===== config.mk =====
export PLATFORM = sky130hd
export DESIGN_NAME = seg7_scan_driver_flat
export DESIGN_NICKNAME = d
export VERILOG_FILES = /design/src/rtl/seg7_scan_driver_if.sv /design/src/rtl/seg7_scan_driver.sv /design/src/flat_wrapper.sv
export SDC_FILE = /design/constraint.sdc
export NUM_CORES = 1
export LEC_CHECK = 0
export CORE_MARGIN = 8
export CORE_UTILIZATION = 48
export DETAILED_ROUTE_END_ITERATION = 16
export DONT_BUFFER_PORTS = 1
export PLACE_DENSITY = 0.67
export SLEW_MARGIN = 20
export SYNTH_ARGS = -nofsm -noshare
export SYNTH_HDL_FRONTEND = slang
export SYNTH_SLANG_ARGS = --single-unit

===== constraint.sdc =====
create_clock -name clk -period 2.45 [get_ports clk]
set_input_delay 0.49 -clock clk [delete_from_list [all_inputs] [get_ports clk]]
set_output_delay 0.49 -clock clk [all_outputs]
set_load 0.02 [all_outputs]

===== src/rtl/seg7_scan_driver_if.sv =====
// Display-side bundle for seg7_scan_driver: the load/blank controls from the
// processor side and the registered segment/anode drive to the board.
interface seg7_scan_driver_if;
  logic [15:0] data_in;
  logic        data_valid;
  logic        blank;
  logic [6:0]  seg_n;
  logic [3:0]  an_n;
  logic        frame_done;

  // data_valid is a one-cycle strobe with no ready: every strobe is accepted,
  // and data_in is sampled on the strobe cycle. A later strobe before the
  // frame boundary simply replaces the earlier word.
  modport master (
    output data_in,
    output data_valid,
    output blank,
    input  seg_n,
    input  an_n,
    input  frame_done
  );

  modport slave (
    input  data_in,
    input  data_valid,
    input  blank,
    output seg_n,
    output an_n,
    output frame_done
  );
endinterface


===== src/rtl/seg7_scan_driver.sv =====
// Multiplexed 4-digit hex 7-segment driver (common anode, active-low outputs).
// Words are double-buffered and committed only at frame boundaries.
// Optional macro SEG7_LZ_SUPPRESS_EN enables leading-zero suppression.
module seg7_scan_driver #(
  parameter int REFRESH_DIV = 50000
) (
  input  logic                clk,
  input  logic                rst,
  seg7_scan_driver_if.slave   bus
);

  localparam int PW = (REFRESH_DIV > 2) ? $clog2(REFRESH_DIV) : 1;
  localparam logic [PW-1:0] PCNT_MAX = PW'(REFRESH_DIV - 1);

  logic [PW-1:0] pcnt;
  logic [1:0]    dig;
  logic [15:0]   shown;
  logic [15:0]   pending;
  logic          pend_v;

  logic          tick;
  logic          boundary;
  logic [3:0]    nib;
  logic [3:0]    dark;
  logic [6:0]    seg_d;
  logic [3:0]    an_d;

  function automatic logic [6:0] hex7(input logic [3:0] v);
    logic [6:0] s;
    case (v)
      4'h0: s = 7'h40;
      4'h1: s = 7'h79;
      4'h2: s = 7'h24;
      4'h3: s = 7'h30;
      4'h4: s = 7'h19;
      4'h5: s = 7'h12;
      4'h6: s = 7'h02;
      4'h7: s = 7'h78;
      4'h8: s = 7'h00;
      4'h9: s = 7'h10;
      4'hA: s = 7'h08;
      4'hB: s = 7'h03;
      4'hC: s = 7'h46;
      4'hD: s = 7'h21;
      4'hE: s = 7'h06;
      default: s = 7'h0E;
    endcase
    return s;
  endfunction

  always_comb begin
    tick     = (pcnt == PCNT_MAX);
    boundary = tick && (dig == 2'd3);
    nib      = shown[{dig, 2'b00} +: 4];
    seg_d    = hex7(nib);

`ifdef SEG7_LZ_SUPPRESS_EN
    // A digit goes dark only when it and every digit to its left are zero.
    dark[3] = (shown[15:12] == 4'h0);
    dark[2] = (shown[15:8]  == 8'h00);
    dark[1] = (shown[15:4]  == 12'h000);
    dark[0] = 1'b0;
`else
    dark    = 4'b0000;
`endif

    an_d = 4'b1111;
    if (!bus.blank && !dark[dig]) begin
      an_d = ~(4'b0001 << dig);
    end
  end

  always_ff @(posedge clk or posedge rst) begin
    if (rst) begin
      pcnt           <= '0;
      dig            <= 2'd0;
      shown          <= 16'h0000;
      pending        <= 16'h0000;
      pend_v         <= 1'b0;
      bus.seg_n      <= 7'h7F;
      bus.an_n       <= 4'hF;
      bus.frame_done <= 1'b0;
    end else begin
      pcnt <= tick ? '0 : pcnt + 1'b1;
      if (tick) begin
        dig <= dig + 2'd1;
      end

      if (boundary && pend_v) begin
        shown <= pending;
      end

      // A strobe on the boundary cycle always lands in pending and keeps
      // pend_v set, so it commits one frame later rather than this one.
      if (bus.data_valid) begin
        pending <= bus.data_in;
        pend_v  <= 1'b1;
      end else if (boundary) begin
        pend_v  <= 1'b0;
      end

      bus.frame_done <= boundary;
      bus.seg_n      <= seg_d;
      bus.an_n       <= an_d;
    end
  end

endmodule

===== src/flat_wrapper.sv =====
// flat-port wrapper written by rule: the top's interface ports become plain ports
module seg7_scan_driver_flat 
#(
  parameter int REFRESH_DIV = 50000
)
  (clk, rst, bus_data_in, bus_data_valid, bus_blank, bus_seg_n, bus_an_n, bus_frame_done);
  seg7_scan_driver_if bus_i ();
  input  logic clk;
  input  logic rst;
  input wire logic [$bits(bus_i.data_in)-1:0] bus_data_in;
  input wire logic [$bits(bus_i.data_valid)-1:0] bus_data_valid;
  input wire logic [$bits(bus_i.blank)-1:0] bus_blank;
  output wire logic [$bits(bus_i.seg_n)-1:0] bus_seg_n;
  output wire logic [$bits(bus_i.an_n)-1:0] bus_an_n;
  output wire logic [$bits(bus_i.frame_done)-1:0] bus_frame_done;
  assign bus_i.data_in = bus_data_in;
  assign bus_i.data_valid = bus_data_valid;
  assign bus_i.blank = bus_blank;
  assign bus_seg_n = bus_i.seg_n;
  assign bus_an_n = bus_i.an_n;
  assign bus_frame_done = bus_i.frame_done;
  seg7_scan_driver #(.REFRESH_DIV(REFRESH_DIV)) u_core (.clk(clk), .rst(rst), .bus(bus_i));
endmodule

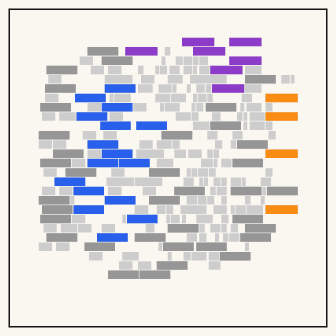
Fig. 1. Sequential cells grouped by signal name (run 1).
[blue] `u_core.shown` | sequential cells: 16
[orange] `u_core.bus.an_n` | sequential cells: 4
[purple] `u_core.bus.seg_n` | sequential cells: 7
storage element area: 0.00159 mm^2
power in sequential cells: 1.09 mW
final standard cell utilization of the core: 53.2%

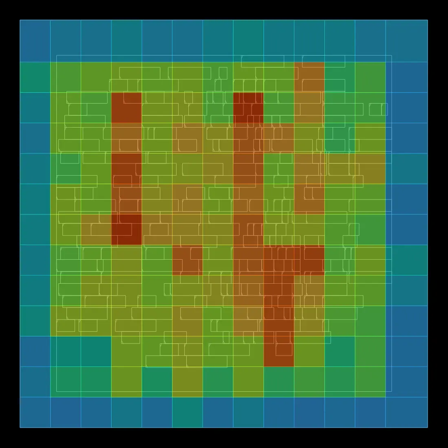
Fig. 2. Routing congestion map (run 1).
met2 usage: 19.2%
overall track demand over capacity in global routing: 12.6%
met1 layer usage reported by global route: 14.8%

==> results.ini, run 1 <==
[worst_setup_path]
worst_setup_path_startpoint = u_core.pcnt[7]
crit_path_end_kind = flop
ff2ff_setup_slack_ps = 280
timing.critical_path.fanout_max = 16
rr_startpoint = u_core.pcnt[7]
worstReg2RegEnd = u_core.shown[0]
critPathArrivalTime_ps = 2400
worst-path-stages = 5
critical_path_s_slowest_cell = or4b_1

[pwr]
combinationalPowerShare_pct = 2.5
p_comb_uw = 51.3
power_density_mw_per_mm2 = 656
power.share.sequential_pct = 53.9
power.share.clock_pct = 43.6
swShare_pct = 21.0
power_mw = 2.02
net-switching-power_uw = 423

[synthesis]
number_of_standard_cells_after_synthesis = 207
synthTopCellsByArea = dfrtp_1, dfstp_2, mux2_2, mux2_1, ha_1
ys_seq_elements = 63
synth_area_leader_cell = dfrtp_1
enable_flop_cells = 0
ys_types = 39
adder_share_pct = 4.92
compound_gate_portion_of_the_synthesized_area_pct = 3.62
ff_type = dfrtp_1
syn-mean-instance-area_um2 = 13.5
synth_dominant_cell_count = dfrtp_1
synthXorXnorAreaFrac_pct = 4.07
synth.cell_area_mm2 = 0.00280
common_cells = dfrtp_1, mux2_2, mux2_1, dfstp_2, ha_1

[final_timing]
fin_ws_ps = 276
worst-slew-pin-transition_ps = 790
rsz0062_at_grt = no
finalCritPeriodShare_pct = 88.7
drv_slew = 0
report.final.setup_viol = 0
relSlewSlack_pct = 47.3
max_freq_ghz = 0.460
min_period_ps = 2170
skew_ps = 5.69

[drt]
antenna_left = 0
top_layer = met4
drc_errors = 0
total_iterations_of_the_first_detailed_routing_run = 4
route.detailed.vias_per_inst = 5.26
wire_length_the_detailed_router_placed_on_met1_um = 2200

[cells_and_area]
clkbuf_count = 13
combGateArea_mm2 = 0.00114
nNonClkBuffers = 4
flop-count = 63
num_antenna_cells = 0
area.share.sequential_pct = 51.7
top_regs = u_core.pcnt: 16 flops, u_core.pending: 16 flops, u_core.shown: 16 flops
design.final.nets = 247
final_layout_size_suffix_gt1_share_pct = 24.9
syn2layout_area_growth_pct = 9.93
layout.cells.most_common = dfrtp_1

[grt]
grt_most_used_layer = met2
grt_pass1_wl_um = 8290
globalRouteOverflowTotal = 0
antenna_found_initial = 0

[placed_design]
dp_hpwl_um = 3340
numPortBuffers = 0
placement.setup.worst_slack_ps = 307

[floorplan]
die-area_mm2 = 0.00852
die.size.x_um = 92.3
die_height_um = 92.3
tapCellCount = 75
placeableCoreArea_mm2 = 0.00578
core.rowCount = 28
floorplan.core_util_pct = 48.4
io-pin-count = 32

[outcome]
run_status = finished, final reports clean

[job]
max_cap_violations = 0
stage_log_warnings = 34

[clock_tree]
cts_buffer_depth = 2
numClockSinks = 63
holdBufCountCts = 0
tritoncts = done

[hold_path]
min-delay-path-class = primary input to async pin

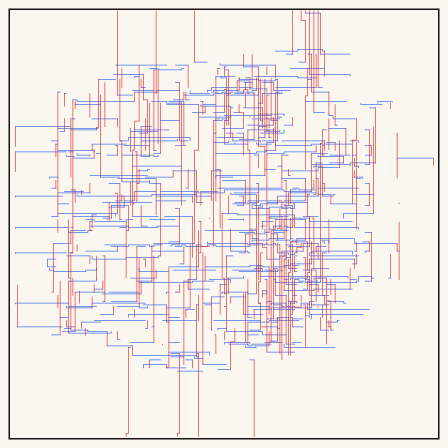
Fig. 3. Routed metal, one colour a layer (run 1).
Two of the layers only.
[red] metal 2 | wire length: 2290 um
[blue] metal 1 | wire length: 2200 um
wire length reported by the detailed router: 4880 um
count of vias placed by the detailed router: 1557
wire length per cell: 16.5 um

==> run 1 -> run 2 <==
--- a/config.mk
+++ b/config.mk
@@ -5,7 +5,7 @@
 export SDC_FILE = /design/constraint.sdc
 export NUM_CORES = 1
 export LEC_CHECK = 0
-export CORE_MARGIN = 8
+export CORE_MARGIN = 5
 export CORE_UTILIZATION = 48
 export DETAILED_ROUTE_END_ITERATION = 16
 export DONT_BUFFER_PORTS = 1
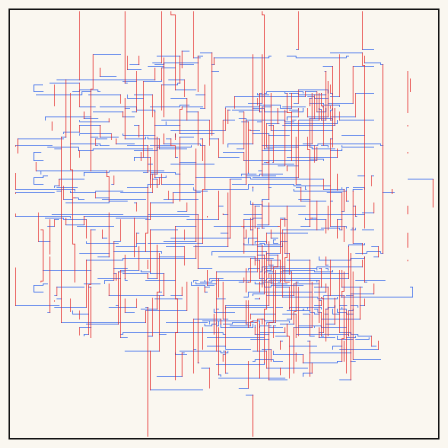
Fig. 4. Routed metal, one colour a layer (run 2).
Two of the layers only.
[red] metal 2 | wire length: 2040 um
[blue] metal 1 | wire length: 2220 um
overall track demand over capacity in global routing: 14.3%
count of vias placed by the detailed router: 1564

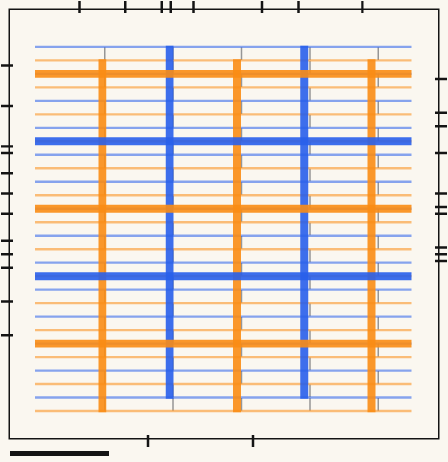
Fig. 5. Floorplan with the power grid (run 2).
The bar under the picture is 20 um long. Pins as bars on the die edge. Tap cells in grey.
[orange] VSS
[blue] VDD
signal pins: 32
rows: 27
tap cells: 72
met5 straps: 5
total core area: 0.00557 mm^2
Die Span X: 86.3 um
Peak VDD IR: 0.000563 V
vertical die dimension: 86.3 um

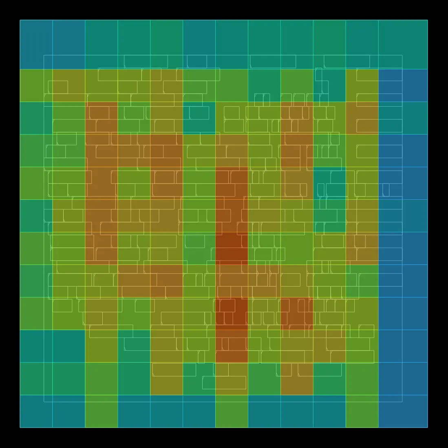
Fig. 6. Routing congestion map (run 2).
most crowded layer after global routing: met2
met1 layer usage reported by global route: 19.0%
global routing usage on met3: 7.41%
met2 usage: 20.4%
final standard cell utilization of the core: 56.1%

==> run 2 against run 1 <==
Net effect: first-iteration DRC count increased by 16%; sequential power about the same; clock power increased by 24%; combinational power increased by 5.3%; hold slack got worse by 140 ps; sequential share of layout area decreased by 0.89 points.
==> results.ini, run 2 <==
[pwr]
net-switching-power_uw = 448  ; +5.9%
combinationalPowerShare_pct = 2.4  ; about the same
swShare_pct = 20.1  ; -0.84 points
power.share.clock_pct = 48.8  ; +5.2 points
power_mw = 2.22  ; +10%
p_comb_uw = 54.0  ; +5.3%

[final_timing]
worst-slew-pin-transition_ps = 604  ; -185 ps
fin_ws_ps = 279  ; +3.10 ps
rsz0062_at_grt = no
drv_slew = 0  ; unchanged
max_freq_ghz = 0.461  ; +0.14%

[synthesis]
adder_share_pct = 4.92  ; unchanged
ys_types = 39  ; unchanged
synth_dominant_cell_count = dfrtp_1
enable_flop_cells = 0  ; unchanged
synth.cell_area_mm2 = 0.00280  ; unchanged
common_cells = dfrtp_1, mux2_2, mux2_1, dfstp_2, ha_1
ff_type = dfrtp_1
synthTopCellsByArea = dfrtp_1, dfstp_2, mux2_2, mux2_1, ha_1

[drt]
post_drt_wl_per_cell_um = 15.8  ; -4.3%
antenna_left = 0  ; unchanged
drc_errors = 0  ; unchanged
route.detailed.vias_per_inst = 5.36  ; +1.8%

[cells_and_area]
final_layout_size_suffix_gt1_share_pct = 25.9  ; +1.0 points
regArea_mm2 = 0.00159  ; unchanged
top_regs = u_core.pcnt: 16 flops, u_core.pending: 16 flops, u_core.shown: 16 flops
num_antenna_cells = 0  ; unchanged
nNonClkBuffers = 3  ; -1
design.final.nets = 246  ; -0.40%
clkbuf_count = 9  ; -4

[floorplan]
io-pin-count = 32  ; unchanged
tapCellCount = 72  ; -4.0%
die-area_mm2 = 0.00745  ; -13%

[grt]
globalRouteOverflowTotal = 0  ; unchanged
grt_pass1_wl_um = 8160  ; -1.5%

[clock_tree]
tritoncts = done
cts_buffer_depth = 2  ; unchanged
numClockSinks = 63  ; unchanged

[outcome]
run_status = finished, final reports clean

[hold_path]
min-delay-path-class = primary input to async pin

[worst_setup_path]
timing.critical_path.fanout_max = 16  ; unchanged
worstReg2RegEnd = u_core.shown[4]
worst_setup_path_startpoint = u_core.pcnt[4]
rr_startpoint = u_core.pcnt[4]

[placed_design]
dp_hpwl_um = 3270  ; -2.1%
placement.setup.worst_slack_ps = 298  ; -8.45 ps

[job]
max_cap_violations = 0  ; unchanged

Power and IR drop assume default switching activity.
